[src/rtl/conv_result_writer.sv]
// conv_result_writer
// Collects nine beats of 3x3 convolution partial sums into per-pixel
// accumulators, then writes the rounded, rescaled tile into the result RAM
// one pixel per cycle in row-major order.
// Build option: define CONV_WR_SAT_EN to saturate results to 16 bits
// instead of wrapping them.

module conv_result_writer #(
    parameter int FRAC_SHIFT = 10,
    parameter int ACC_W      = 36
) (
    input  logic        clk,
    input  logic        reset,
    input  logic        start,
    input  logic [4:0]  tile_row,
    input  logic [4:0]  tile_col,
    input  logic        p_valid,
    input  logic [31:0] p1,
    input  logic [31:0] p2,
    input  logic [31:0] p3,
    input  logic [31:0] p4,
    input  logic [31:0] p5,
    input  logic [31:0] p6,
    input  logic [31:0] p7,
    input  logic [31:0] p8,
    input  logic [31:0] p9,
    output logic        w_en,
    output logic [4:0]  add_row,
    output logic [4:0]  add_col,
    output logic [15:0] w_data,
    output logic        busy,
    output logic        done,
    output logic        ovf_err
);

    typedef enum logic [1:0] {
        IDLE  = 2'd0,
        ACCUM = 2'd1,
        WRITE = 2'd2
    } state_t;

    localparam logic signed [ACC_W-1:0] ROUND_HALF =
        {{(ACC_W-1){1'b0}}, 1'b1} << (FRAC_SHIFT - 1);

    state_t state_q;
    state_t state_d;
    logic   last_write;

    logic signed [ACC_W-1:0] acc_q [9];
    logic [31:0]             p_in  [9];
    logic [3:0]              beat_cnt_q;
    logic [3:0]              idx_q;
    logic [1:0]              row_off_q;
    logic [1:0]              col_off_q;
    logic [4:0]              tile_row_q;
    logic [4:0]              tile_col_q;
    logic                    done_q;
    logic                    ovf_q;

    logic signed [ACC_W-1:0] sel_acc;
    logic signed [ACC_W-1:0] rounded;
    logic signed [ACC_W-1:0] shifted;
    logic [15:0]             result16;

    assign p_in[0] = p1;
    assign p_in[1] = p2;
    assign p_in[2] = p3;
    assign p_in[3] = p4;
    assign p_in[4] = p5;
    assign p_in[5] = p6;
    assign p_in[6] = p7;
    assign p_in[7] = p8;
    assign p_in[8] = p9;

    // State register
    always_ff @(posedge clk or negedge reset) begin
        if (!reset) begin
            state_q <= IDLE;
        end else begin
            state_q <= state_d;
        end
    end

    // Next-state logic; dropping start always wins and abandons the job
    always_comb begin
        state_d    = state_q;
        last_write = 1'b0;
        case (state_q)
            IDLE: begin
                if (start) begin
                    state_d = ACCUM;
                end
            end
            ACCUM: begin
                if (!start) begin
                    state_d = IDLE;
                end else if (p_valid && (beat_cnt_q == 4'd8)) begin
                    state_d = WRITE;
                end
            end
            WRITE: begin
                if (!start) begin
                    state_d = IDLE;
                end else if (idx_q == 4'd8) begin
                    state_d    = IDLE;
                    last_write = 1'b1;
                end
            end
            default: begin
                state_d = IDLE;
            end
        endcase
    end

    // Accumulators, beat/write counters, tile origin and status flags
    always_ff @(posedge clk or negedge reset) begin
        if (!reset) begin
            for (int k = 0; k < 9; k++) begin
                acc_q[k] <= '0;
            end
            beat_cnt_q <= '0;
            idx_q      <= '0;
            row_off_q  <= '0;
            col_off_q  <= '0;
            tile_row_q <= '0;
            tile_col_q <= '0;
            done_q     <= 1'b0;
            ovf_q      <= 1'b0;
        end else begin
            done_q <= last_write;
            if (p_valid && (state_q != ACCUM)) begin
                ovf_q <= 1'b1;
            end
            case (state_q)
                IDLE: begin
                    if (start) begin
                        tile_row_q <= tile_row;
                        tile_col_q <= tile_col;
                        for (int k = 0; k < 9; k++) begin
                            acc_q[k] <= '0;
                        end
                        beat_cnt_q <= '0;
                        idx_q      <= '0;
                        row_off_q  <= '0;
                        col_off_q  <= '0;
                    end
                end
                ACCUM: begin
                    if (!start) begin
                        for (int k = 0; k < 9; k++) begin
                            acc_q[k] <= '0;
                        end
                        beat_cnt_q <= '0;
                    end else if (p_valid) begin
                        for (int k = 0; k < 9; k++) begin
                            acc_q[k] <= acc_q[k] +
                                {{(ACC_W-32){p_in[k][31]}}, p_in[k]};
                        end
                        beat_cnt_q <= beat_cnt_q + 4'd1;
                    end
                end
                WRITE: begin
                    if (!start || (idx_q == 4'd8)) begin
                        for (int k = 0; k < 9; k++) begin
                            acc_q[k] <= '0;
                        end
                        beat_cnt_q <= '0;
                        idx_q      <= '0;
                        row_off_q  <= '0;
                        col_off_q  <= '0;
                    end else begin
                        idx_q <= idx_q + 4'd1;
                        if (col_off_q == 2'd2) begin
                            col_off_q <= '0;
                            row_off_q <= row_off_q + 2'd1;
                        end else begin
                            col_off_q <= col_off_q + 2'd1;
                        end
                    end
                end
                default: begin
                    beat_cnt_q <= '0;
                end
            endcase
        end
    end

    // Pick the accumulator for the current write slot and round half up
    always_comb begin
        sel_acc = '0;
        for (int k = 0; k < 9; k++) begin
            if (idx_q == 4'(k)) begin
                sel_acc = acc_q[k];
            end
        end
        rounded = sel_acc + ROUND_HALF;
        shifted = rounded >>> FRAC_SHIFT;
    end

`ifdef CONV_WR_SAT_EN
    localparam logic signed [ACC_W-1:0] SAT_MAX = ACC_W'(32767);
    localparam logic signed [ACC_W-1:0] SAT_MIN = ACC_W'(-32768);

    // Clamp the rescaled value into the signed 16-bit range
    always_comb begin
        if (shifted > SAT_MAX) begin
            result16 = 16'h7FFF;
        end else if (shifted < SAT_MIN) begin
            result16 = 16'h8000;
        end else begin
            result16 = shifted[15:0];
        end
    end
`else
    logic unused_hi_bits;

    assign unused_hi_bits = ^shifted[ACC_W-1:16];

    // Keep the low 16 bits; out-of-range results wrap
    always_comb begin
        result16 = shifted[15:0];
    end
`endif

    // RAM-side outputs are only non-zero while writing
    always_comb begin
        w_en    = 1'b0;
        add_row = '0;
        add_col = '0;
        w_data  = '0;
        if (state_q == WRITE) begin
            w_en    = 1'b1;
            add_row = tile_row_q + {3'b000, row_off_q};
            add_col = tile_col_q + {3'b000, col_off_q};
            w_data  = result16;
        end
    end

    assign busy    = (state_q != IDLE);
    assign done    = done_q;
    assign ovf_err = ovf_q;

endmodule

[config.mk]
export PLATFORM = sky130hd
export DESIGN_NAME = conv_result_writer
export DESIGN_NICKNAME = d
export VERILOG_FILES = /design/src/rtl/conv_result_writer.sv
export SDC_FILE = /design/constraint.sdc
export NUM_CORES = 1
export LEC_CHECK = 0
export CAP_MARGIN = 15
export CORE_MARGIN = 2
export CORE_UTILIZATION = 60
export CTS_CLUSTER_SIZE = 14
export DETAILED_ROUTE_END_ITERATION = 7
export GPL_TIMING_DRIVEN = 0
export PLACE_DENSITY = 0.85
export SYNTH_ARGS = -nofsm -noshare
export SYNTH_HDL_FRONTEND = slang
export SYNTH_SLANG_ARGS = --single-unit
[constraint.sdc]
create_clock -name clk -period 8.4 [get_ports clk]
set_clock_uncertainty 0.1 [all_clocks]
set_input_delay 1.26 -clock clk [delete_from_list [all_inputs] [get_ports clk]]
set_output_delay 1.26 -clock clk [all_outputs]
set_load 0.03 [all_outputs]
==> results_slide.txt, run 1 <==
Synthesis and Place & Route Summary

Final layout
  • Final instance area: 0.0262 mm^2
  • Share of cells above drive strength 1: 0.0462
  • Area grow syn2layout: 21.4%
  • Filler instances: 2639
  • Top cells excl fill/tap: 312 x nand2_1, 276 x clkdlybuf4s50_1, 260 x dfrtp_1
  • Flop area: 0.00651 mm^2
  • Final nets: 3361
  • Non-CTS inverters: 53
  • Cell type taking the most area: combinational gates
  • Logic share of the area: 0.554
  • Seq cells: 260
  • Largest Register: acc_q
  • Antenna Cells: 0
  • Non-Filler Instances: 3298
  • Comb. cell area: 0.0145 mm^2
  • Buffering overhead: 0.123
  • Sequential share of cell area: 0.248
  • Final Core Density: 0.739
  • #MultiIn Comb: 2096
  • Signal buffers: 370
  • Clock-cell share: 0.0453

Worst setup path
  • Reg-to-reg endpoint: acc_q[222]
  • Worst Setup Start Kind: flop
  • Origin of the critical flop-to-flop path: idx_q[0]
  • CP cell instances: inv_1 > ha_1 > buf_4 > buf_6 > buf_2 > buf_2 > a221oi_1 > o31a_1 > o21ai_0 > o2bb2ai_1 > ha_1 > nand4_2 > or3_4 > or4_1 > a21oi_1 > clkdlybuf4s50_1
  • Launch point of the worst path: idx_q[1]
  • Crit-path max cell delay: 0.72 ns
  • Crit end category: output pin
  • R2R Setup Slk: 4.41 ns
  • Worst reg2reg path depth: 10

Synthesis
  • Commonest cells post-synth: 312 x nand2_1, 260 x dfrtp_1, 258 x o21ai_0, 236 x ha_1, 178 x a21oi_1
  • Main flop type: dfrtp_1
  • Multiplexer share: 0.0168
  • Ys async rst share: 1.00
  • Adder Share, Synth: 0.147
  • Ao+oa area frac: 0.277
  • Synth Seq Share: 0.301
  • Flops after synth: 260
  • Flip-flops with a built-in enable: 0
  • Mapped Cells: 2498
  • Post-synth top area share: 0.301
  • Distinct lib cells: 81
  • Synth top area cells: dfrtp_1 30%, ha_1 14%, o21ai_0 6.0%
  • YS chip area: 0.0216 mm^2
  • Nets at Floorplan: 3047
  • Xor+xnor area frac: 0.0798
  • Yosys simple share: 0.152

Floorplanning
  • Die Size: 0.0376 mm^2
  • Rows: 69
  • Num tapcells: 461
  • Die W: 194 um
  • # IOs: 332
  • Die Span Y: 194 um
  • Init Core Util: 0.609
  • Core area: 0.0355 mm^2

Final timing
  • Period utilisation layout: 0.807
  • Slew Limit Headroom: 0.107
  • Final Setup Violations: 0
  • Setup TNS: 0 ns
  • Final tally of hold violations: 0
  • Slew Limit Fails: 0
  • Post-layout min period: 6.78 ns
  • Final WS setup: 1.62 ns
  • Slew @ Worst Pin: 1.34 ns
  • Unrepaired setup endpoints after global routing: no
  • Fmax: 147 MHz

Placed design
  • Post-placement cell area: 0.0250 mm^2
  • Cells after DPL: 3240
  • Detail Placement HPWL: 57600 um
  • Number of buffers added on ports: 277

CTS
  • Htree depth: 1
  • CTS clk-pin slew, worst paths: 0.06 ns
  • PostCTS Resize Cnt: 0
  • CTS tree: done
  • Hold buffers post-CTS: 0

Pwr
  • Comb group: 1.50 mW
  • Internal Power: 3.03 mW
  • Max IR drop VDD: 188 uV
  • Share of power burned in registers: 0.331
  • Switching fraction of total power: 0.340
  • Power Density: 175 mW/mm^2
  • Pwr top: the clock network
  • Lkg Pwr: 12.3 nW

Min path
  • Hold Path End: ovf_err
  • Hold Path Depth: 1
  • Hold Startpoint: ovf_err
  • Hold Path Class: flop to flop

Drt
  • Vias per cell: 6.50
  • Metal1 wirelength: 30200 um
  • Detail Route Antenna Nets: 0
  • DRC: 0
  • Met2 routed WL: 32800 um
  • DRT iter0 DRCs: 1963
  • WL per Instance: 22.7 um

Global route
  • Total grt overflow: 0
  • Largest net degree at the start of global routing: 115
  • Vias in the first global route: 20900
  • Initial antenna violation count: 1
  • Tot GR Track Use: 0.392
  • First-pass GRT wire length: 116000 um

Outcome
  • Status: finished, final reports clean

Flow run
  • Max cap viols: 0
==> run_1/met1.png <==
The bar under the picture is 50 um long. Supply wires on this layer in gray.
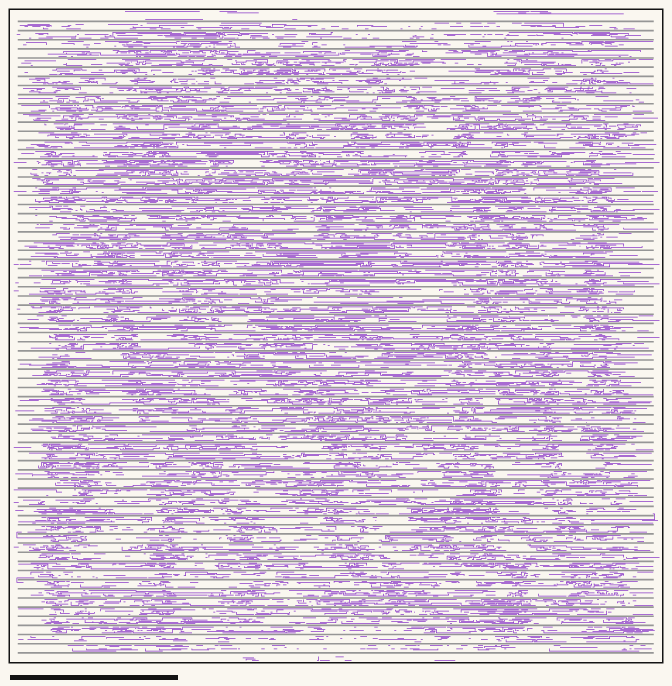
The wires run mostly horizontal. The layer holds 40% of the routed length. 3103 nets have wire on it.
vias post-DR: 21400
met1 usage: 0.525
final WL: 75000 um

==> run_1/met2.png <==
Cells faint in the background.
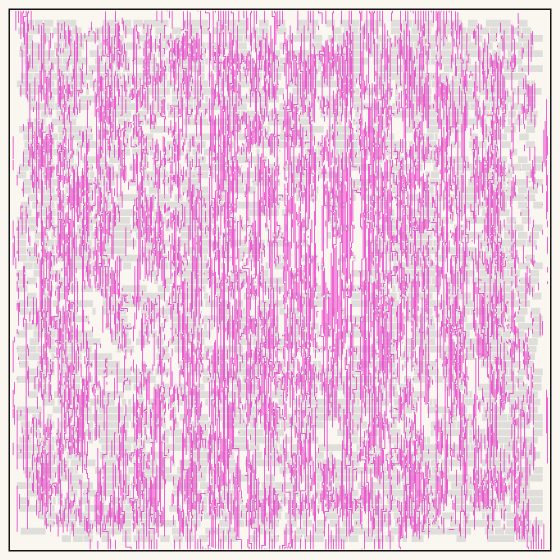
The longest straight run is 70.0 um. The layer carries 32.8 mm of wire. 2891 nets have wire on it. The layer holds 44% of the routed length. The wires run mostly vertical.
met2 Usage GRT: 0.605

==> run_1/met3.png <==
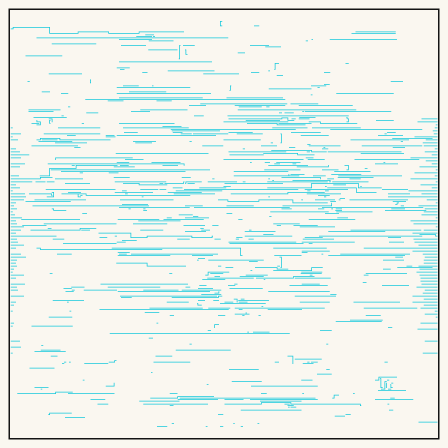
The wires run mostly horizontal. The layer carries 7560 um of wire. 479 nets have wire on it. The longest straight run is 90.2 um. The layer holds 10% of the routed length.
grt met3 use: 0.0755

==> run_1/met4.png <==
The bar under the picture is 50 um long. Supply wires on this layer in gray.
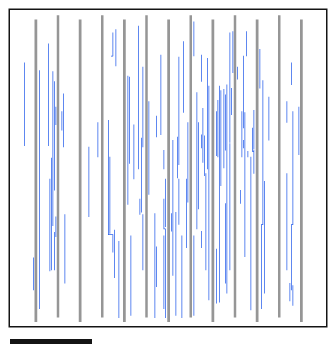

--- run 2 (diff from run 1) ---
--- a/config.mk
+++ b/config.mk
@@ -7,11 +7,11 @@
 export LEC_CHECK = 0
 export CAP_MARGIN = 15
 export CORE_MARGIN = 2
-export CORE_UTILIZATION = 60
+export CORE_UTILIZATION = 56
 export CTS_CLUSTER_SIZE = 14
 export DETAILED_ROUTE_END_ITERATION = 7
 export GPL_TIMING_DRIVEN = 0
-export PLACE_DENSITY = 0.85
+export PLACE_DENSITY = 0.79
 export SYNTH_ARGS = -nofsm -noshare
 export SYNTH_HDL_FRONTEND = slang
 export SYNTH_SLANG_ARGS = --single-unit
==> constraint.sdc (replaced) <==
create_clock -name clk -period 6.6 [get_ports clk]
set_clock_uncertainty 0.1 [all_clocks]
set_input_delay 0.99 -clock clk [delete_from_list [all_inputs] [get_ports clk]]
set_output_delay 0.99 -clock clk [all_outputs]
set_load 0.03 [all_outputs]
==> run_2/met4.png <==
The bar under the picture is 50 um long. Supply wires on this layer in gray.
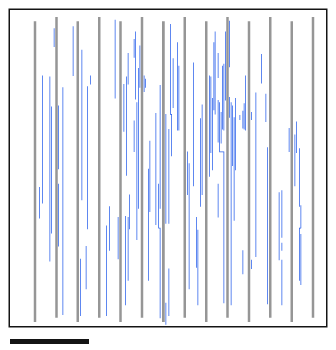
The longest straight run is 144 um. The layer holds 5.4% of the routed length. 73 nets have wire on it. The layer carries 4150 um of wire. The wires run mostly vertical.
final WL: 76600 um
vias post-DR: 21400

==> run 2 against run 1 <==
Wire length up 2.1%. Synthesized cell count unchanged. First-iteration DRC count down 0.10%. Core utilization down 4.3 points. Global-route usage down 1.8 points. Clock power up about 30%. Die size up 7.0%. Power up 28%. Critical path depth down 1. Flip-flop count unchanged. Combinational power up 27%.
==> results_slide.txt, run 2 <==
Synthesis and Place & Route Summary

Synthesis
  • Multiplexer share: 0.0168 (unchanged)
  • Distinct lib cells: 81 (unchanged)
  • Ys async rst share: 1.00 (unchanged)
  • Mapped Cells: 2498 (unchanged)
  • Nets at Floorplan: 3047 (unchanged)
  • Synth Seq Share: 0.301 (unchanged)
  • Adder Share, Synth: 0.147 (unchanged)
  • Main flop type: dfrtp_1
  • Post-synth top area cell: dfrtp_1
  • Post-synth top area share: 0.301 (unchanged)
  • Xor+xnor area frac: 0.0798 (unchanged)
  • Commonest cells post-synth: 312 x nand2_1, 260 x dfrtp_1, 258 x o21ai_0, 236 x ha_1, 178 x a21oi_1
  • Flops after synth: 260 (unchanged)
  • Synth top area cells: dfrtp_1 30%, ha_1 14%, o21ai_0 6.0%
  • Ao+oa area frac: 0.277 (unchanged)
  • YS chip area: 0.0216 mm^2 (unchanged)
  • Flip-flops with a built-in enable: 0 (unchanged)

Final layout
  • Largest Register: acc_q
  • Flop area: 0.00651 mm^2 (unchanged)
  • Signal buffers: 371 (+0.27%)
  • Final Core Density: 0.696 (-0.0431)
  • Non-Filler Instances: 3350 (+1.6%)
  • Filler instances: 3136 (+19%)
  • Final nets: 3365 (+0.12%)
  • Seq cells: 260 (unchanged)
  • Cell type taking the most area: combinational gates
  • Antenna Cells: 1 (+1)
  • Share of cells above drive strength 1: 0.0462 (about the same)
  • Top cells excl fill/tap: 312 x nand2_1, 276 x clkdlybuf4s50_1, 260 x dfrtp_1
  • Clock-cell share: 0.0461 (+0.000804)
  • Non-CTS inverters: 53 (unchanged)
  • Area grow syn2layout: 21.9%
  • Buffering overhead: 0.123 (+0.000281)
  • Sequential share of cell area: 0.247 (-0.00106)

Flow run
  • Max cap viols: 0 (unchanged)

Drt
  • WL per Instance: 22.9 um (+0.54%)
  • Met2 routed WL: 34100 um (+3.9%)
  • Metal1 wirelength: 31600 um (+4.7%)
  • Vias per cell: 6.38 (-1.9%)
  • DRT iter0 DRCs: 1961 (-0.10%)
  • Detail Route Antenna Nets: 0 (unchanged)

Worst setup path
  • Origin of the critical flop-to-flop path: acc_q[180]
  • CP cell instances: inv_1 > ha_1 > inv_1 > buf_2 > buf_2 > o21ai_0 > nor2_1 > nor2_1 > o21ai_0 > ha_1 > nand4_2 > or3_4 > or4_1 > a21oi_1 > clkdlybuf4s50_1
  • R2R Setup Slk: 2.56 ns (-1.85 ns)
  • Launch point of the worst path: idx_q[0]
  • Crit end category: output pin
  • Reg-to-reg endpoint: acc_q[204]
  • Worst reg2reg path depth: 12 (+2)
  • Arr. time, crit path: 5.33 ns

Floorplanning
  • Die Size: 0.0402 mm^2 (+7.0%)
  • Die W: 200 um (+3.4%)
  • Rows: 71 (+2.9%)
  • Core area: 0.0378 mm^2 (+6.7%)
  • Init Core Util: 0.571 (-0.0380)
  • Die Span Y: 200 um (+3.4%)
  • # IOs: 332 (unchanged)
  • Num tapcells: 511 (+11%)

Placed design
  • Detail Placement HPWL: 59100 um (+2.5%)
  • Post-placement cell area: 0.0251 mm^2 (+0.27%)
  • Number of buffers added on ports: 277 (unchanged)
  • Cells after DPL: 3290 (+1.5%)

Final timing
  • Final Setup Violations: 0 (unchanged)
  • Fmax: 156 MHz
  • Post-layout min period: 6.42 ns
  • Final tally of hold violations: 0 (unchanged)
  • Slew @ Worst Pin: 1.35 ns (+0.0102 ns)
  • Slew Limit Headroom: 0.100 (-0.00683)
  • Final WS setup: 0.182 ns (-1.44 ns)
  • Period utilisation layout: 0.972
  • Unrepaired setup endpoints after global routing: no

Global route
  • Grt met3 use: 0.0695 (-0.00601)
  • Total grt overflow: 0 (unchanged)
  • Met1 usage: 0.494 (-0.0307)
  • First-pass GRT wire length: 117000 um (+0.82%)
  • Met2 Usage GRT: 0.593 (-0.0125)
  • Initial antenna violation count: 1 (unchanged)
  • Tot GR Track Use: 0.373 (-0.0182)

Pwr
  • Pwr top: the clock network
  • Power Density: 224 mW/mm^2 (+28%)
  • Switching Power: 2.00 mW
  • Switching fraction of total power: 0.340 (-0.000484)
  • Max IR drop VDD: 147 uV (-22%)
  • Lkg Pwr: 12.4 nW (+0.22%)
  • Comb group: 1.91 mW (+27%)

CTS
  • CTS clk-pin slew, worst paths: 0.06 ns (about the same)
  • Hold buffers post-CTS: 0 (unchanged)
  • CTS tree: done
  • Htree depth: 2 (+1)
  • PostCTS Resize Cnt: 0 (unchanged)

Outcome
  • Status: finished, final reports clean

Min path
  • Hold Path Class: primary input to async pin
Power and IR drop assume default switching activity.
